==> config.mk <==
export PLATFORM = sky130hd
export DESIGN_NAME = hazard_fwd_unit
export DESIGN_NICKNAME = d
export VERILOG_FILES = /design/src/rtl/hazard_fwd_unit.sv
export SDC_FILE = /design/constraint.sdc
export NUM_CORES = 1
export LEC_CHECK = 0
export ABC_AREA = 1
export CAP_MARGIN = 20
export CORE_MARGIN = 1
export CORE_UTILIZATION = 35
export DETAILED_ROUTE_END_ITERATION = 10
export GPL_TIMING_DRIVEN = 0
export RECOVER_POWER = 50
export SLEW_MARGIN = 15
export SYNTH_ARGS = -nofsm -noshare
export SYNTH_HDL_FRONTEND = slang
export SYNTH_SLANG_ARGS = --single-unit
export TNS_END_PERCENT = 10
==> constraint.sdc <==
create_clock -name clk -period 1.7 [get_ports clk]
set_input_delay 0.34 -clock clk [delete_from_list [all_inputs] [get_ports clk]]
set_output_delay 0.34 -clock clk [all_outputs]
set_load 0.01 [all_outputs]
==> src/rtl/hazard_fwd_unit.sv <==
// hazard_fwd_unit: load-use stall, taken-branch flush and operand forward
// selection for the RV32I pipeline. A NUM_FWD_STAGES-deep scoreboard (entry 0
// = EX) tracks in-flight destinations; per-operand forward selects are
// registered so they are valid when the ID instruction reaches EX.
// Optional statistics counters are built when HAZARD_STATS_EN is defined.
module hazard_fwd_unit #(
    parameter int NUM_FWD_STAGES = 2,
    parameter int LOAD_LAT       = 1,
    parameter int SELW           = $clog2(NUM_FWD_STAGES + 1)
) (
    input  logic            clk,
    input  logic            rst,
    input  logic [31:0]     inst_id,
    input  logic            id_valid,
    input  logic            ex_taken,
    input  logic            stall_ext,
    output logic            stall_id,
    output logic            flush_id,
    output logic [SELW-1:0] rs1_fwd_sel,
    output logic [SELW-1:0] rs2_fwd_sel,
    output logic            rs1_fwd_ld,
    output logic            rs2_fwd_ld
`ifdef HAZARD_STATS_EN
    ,
    output logic [31:0]     stall_cnt,
    output logic [31:0]     flush_cnt
`endif
);

    localparam logic [6:0] OPC_LUI    = 7'b0110111;
    localparam logic [6:0] OPC_AUIPC  = 7'b0010111;
    localparam logic [6:0] OPC_JAL    = 7'b1101111;
    localparam logic [6:0] OPC_BRANCH = 7'b1100011;
    localparam logic [6:0] OPC_LOAD   = 7'b0000011;
    localparam logic [6:0] OPC_STORE  = 7'b0100011;
    localparam logic [6:0] OPC_OP     = 7'b0110011;
    localparam logic [6:0] OPC_SYSTEM = 7'b1110011;

    // Scoreboard: entry i = {valid, rd, is_load}; index 0 is the EX stage.
    logic [NUM_FWD_STAGES-1:0]      sb_vld_q, sb_vld_d;
    logic [NUM_FWD_STAGES-1:0][4:0] sb_rd_q,  sb_rd_d;
    logic [NUM_FWD_STAGES-1:0]      sb_ld_q,  sb_ld_d;

    logic [SELW-1:0] rs1_sel_q, rs1_sel_d, rs2_sel_q, rs2_sel_d;
    logic            rs1_ld_q,  rs1_ld_d,  rs2_ld_q,  rs2_ld_d;

    logic [6:0] opcode;
    logic [4:0] rd, rs1, rs2;
    logic       uses_rs1, uses_rs2, has_rd, is_load;
    logic [SELW-1:0] sel1_c, sel2_c;
    logic       ld1_c, ld2_c, haz1_c, haz2_c;

    // funct3/funct7/immediate bits play no part in hazard detection
    logic unused_inst_bits;
    assign unused_inst_bits = ^{inst_id[31:25], inst_id[14:12]};

    // Decode operand usage and destination of the ID-stage instruction
    always_comb begin
        opcode   = inst_id[6:0];
        rd       = inst_id[11:7];
        rs1      = inst_id[19:15];
        rs2      = inst_id[24:20];
        uses_rs1 = id_valid && (rs1 != 5'd0) &&
                   !(opcode == OPC_LUI || opcode == OPC_AUIPC || opcode == OPC_JAL);
        uses_rs2 = id_valid && (rs2 != 5'd0) &&
                   (opcode == OPC_OP || opcode == OPC_STORE || opcode == OPC_BRANCH);
        has_rd   = (rd != 5'd0) &&
                   !(opcode == OPC_STORE || opcode == OPC_BRANCH || opcode == OPC_SYSTEM);
        is_load  = (opcode == OPC_LOAD);
    end

    // Scan oldest to youngest so the youngest matching producer wins
    always_comb begin
        sel1_c = '0;
        sel2_c = '0;
        ld1_c  = 1'b0;
        ld2_c  = 1'b0;
        haz1_c = 1'b0;
        haz2_c = 1'b0;
        for (int i = NUM_FWD_STAGES - 1; i >= 0; i--) begin
            if (uses_rs1 && sb_vld_q[i] && (sb_rd_q[i] == rs1)) begin
                sel1_c = SELW'(i + 1);
                ld1_c  = sb_ld_q[i];
                haz1_c = sb_ld_q[i] && (i < LOAD_LAT);
            end
            if (uses_rs2 && sb_vld_q[i] && (sb_rd_q[i] == rs2)) begin
                sel2_c = SELW'(i + 1);
                ld2_c  = sb_ld_q[i];
                haz2_c = sb_ld_q[i] && (i < LOAD_LAT);
            end
        end
    end

    // A redirect squashes the ID instruction, so it overrides a load-use stall
    always_comb begin
        flush_id = ex_taken;
        stall_id = (haz1_c || haz2_c) && !ex_taken;
    end

    // Next state: shift the scoreboard; insert a bubble on stall or flush
    always_comb begin
        sb_vld_d  = sb_vld_q;
        sb_rd_d   = sb_rd_q;
        sb_ld_d   = sb_ld_q;
        rs1_sel_d = rs1_sel_q;
        rs2_sel_d = rs2_sel_q;
        rs1_ld_d  = rs1_ld_q;
        rs2_ld_d  = rs2_ld_q;
        if (!stall_ext) begin
            for (int k = NUM_FWD_STAGES - 1; k >= 1; k--) begin
                sb_vld_d[k] = sb_vld_q[k-1];
                sb_rd_d[k]  = sb_rd_q[k-1];
                sb_ld_d[k]  = sb_ld_q[k-1];
            end
            if (flush_id || stall_id) begin
                sb_vld_d[0] = 1'b0;
                sb_rd_d[0]  = 5'd0;
                sb_ld_d[0]  = 1'b0;
                rs1_sel_d   = '0;
                rs2_sel_d   = '0;
                rs1_ld_d    = 1'b0;
                rs2_ld_d    = 1'b0;
            end else begin
                sb_vld_d[0] = id_valid && has_rd;
                sb_rd_d[0]  = rd;
                sb_ld_d[0]  = is_load;
                rs1_sel_d   = sel1_c;
                rs2_sel_d   = sel2_c;
                rs1_ld_d    = ld1_c;
                rs2_ld_d    = ld2_c;
            end
        end
    end

    // Scoreboard and forward-select registers
    always_ff @(posedge clk or negedge rst) begin
        if (!rst) begin
            sb_vld_q  <= '0;
            sb_rd_q   <= '0;
            sb_ld_q   <= '0;
            rs1_sel_q <= '0;
            rs2_sel_q <= '0;
            rs1_ld_q  <= 1'b0;
            rs2_ld_q  <= 1'b0;
        end else begin
            sb_vld_q  <= sb_vld_d;
            sb_rd_q   <= sb_rd_d;
            sb_ld_q   <= sb_ld_d;
            rs1_sel_q <= rs1_sel_d;
            rs2_sel_q <= rs2_sel_d;
            rs1_ld_q  <= rs1_ld_d;
            rs2_ld_q  <= rs2_ld_d;
        end
    end

    assign rs1_fwd_sel = rs1_sel_q;
    assign rs2_fwd_sel = rs2_sel_q;
    assign rs1_fwd_ld  = rs1_ld_q;
    assign rs2_fwd_ld  = rs2_ld_q;

`ifdef HAZARD_STATS_EN
    logic [31:0] stall_cnt_q, stall_cnt_d, flush_cnt_q, flush_cnt_d;

    // Saturating event counters, frozen along with the rest of the state
    always_comb begin
        stall_cnt_d = stall_cnt_q;
        flush_cnt_d = flush_cnt_q;
        if (!stall_ext && stall_id && (stall_cnt_q != 32'hFFFF_FFFF))
            stall_cnt_d = stall_cnt_q + 32'd1;
        if (!stall_ext && flush_id && (flush_cnt_q != 32'hFFFF_FFFF))
            flush_cnt_d = flush_cnt_q + 32'd1;
    end

    // Counter registers
    always_ff @(posedge clk or negedge rst) begin
        if (!rst) begin
            stall_cnt_q <= '0;
            flush_cnt_q <= '0;
        end else begin
            stall_cnt_q <= stall_cnt_d;
            flush_cnt_q <= flush_cnt_d;
        end
    end

    assign stall_cnt = stall_cnt_q;
    assign flush_cnt = flush_cnt_q;
`endif

endmodule

==> results.md <==
| Quantity | Reported | Unit |
| --- | --- | --- |
| Pin count of the biggest net entering global routing | 21 | - |
| Fmax | 516 | MHz |
| Antenna diode instance count | 0 | - |
| Violated checks | negative setup slack | - |
| Synth Area in XOR/XNOR | 2.56 | % |
| Final setup fails | 1 | - |
| Level count of the clock H-tree | 1 | - |
| Main flop type after synthesis | sky130_fd_sc_hd__dfrtp_1 | - |
| Depth of the worst register-to-register path | 11 | - |
| Crit path DRT | 1360 | ps |
| Most common cell in the synthesized netlist | sky130_fd_sc_hd__nand2_1 | - |
| Yosys Instances | 216 | - |
| Root Buffer Master | sky130_fd_sc_hd__clkbuf_8 | - |
| Final WS setup | -237 | ps |
| Area occupied by registers | 500 | um^2 |
| Layout-stage area growth over the synthesis result | 39.7 | % |
| Post-synth area hogs | sky130_fd_sc_hd__dfrtp_1 37%, sky130_fd_sc_hd__nand2_1 21%, sky130_fd_sc_hd__inv_1 8.8% | - |
| Final critical-path required period | 1940 | ps |
| Result of the run | finished, violations left | - |
| Sequential portion of the cell area | 26.2 | % |
-- registers in the layout, indices dropped and copies added (netlist names) --
| name | cells |
|---|---|
| sb_rd_q | 10 |
| rs1_fwd_sel | 2 |
| rs2_fwd_sel | 2 |
| sb_ld_q | 2 |
| sb_vld_q | 2 |
| rs1_fwd_ld | 1 |
| rs2_fwd_ld | 1 |
-- worst max-delay path by stage --
stage | startpoint | cells past startpoint | slack [ps] | endpoint
2_1_floorplan | sb_rd_q[2] | 10 | 190 | stall_id
3_3_place_gp | inst_id[18] | 10 | -910 | stall_id
3_5_place_dp | inst_id[20] | 10 | -920 | stall_id
4_1_cts | sb_rd_q[2] | 11 | -210 | stall_id
5_1_grt | sb_rd_q[2] | 11 | -340 | stall_id
6_report | sb_rd_q[1] | 10 | -240 | stall_id
**Cell classes on the final placement**

Scale: 6 px per um.
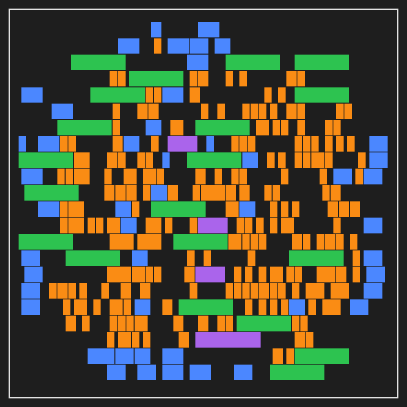
colour	class	cells	share of their area
purple	clock drivers and dummy loads	4	3.9%
blue	other buffers and delay cells	48	22%
orange	all other logic	192	47%
green	flip-flops	20	27%

**Port wiring**

Scale: 4 px per um.
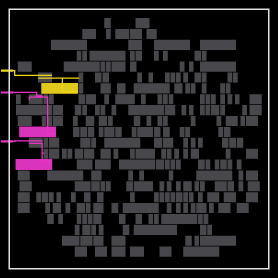
colour	port	bits	direction	edge	end cells	buffers	wire
magenta	`rs2_fwd_sel`	2	output	left	2	2	42.9 um
yellow	`rs2_fwd_ld`	1	output	left	1	1	28.3 um

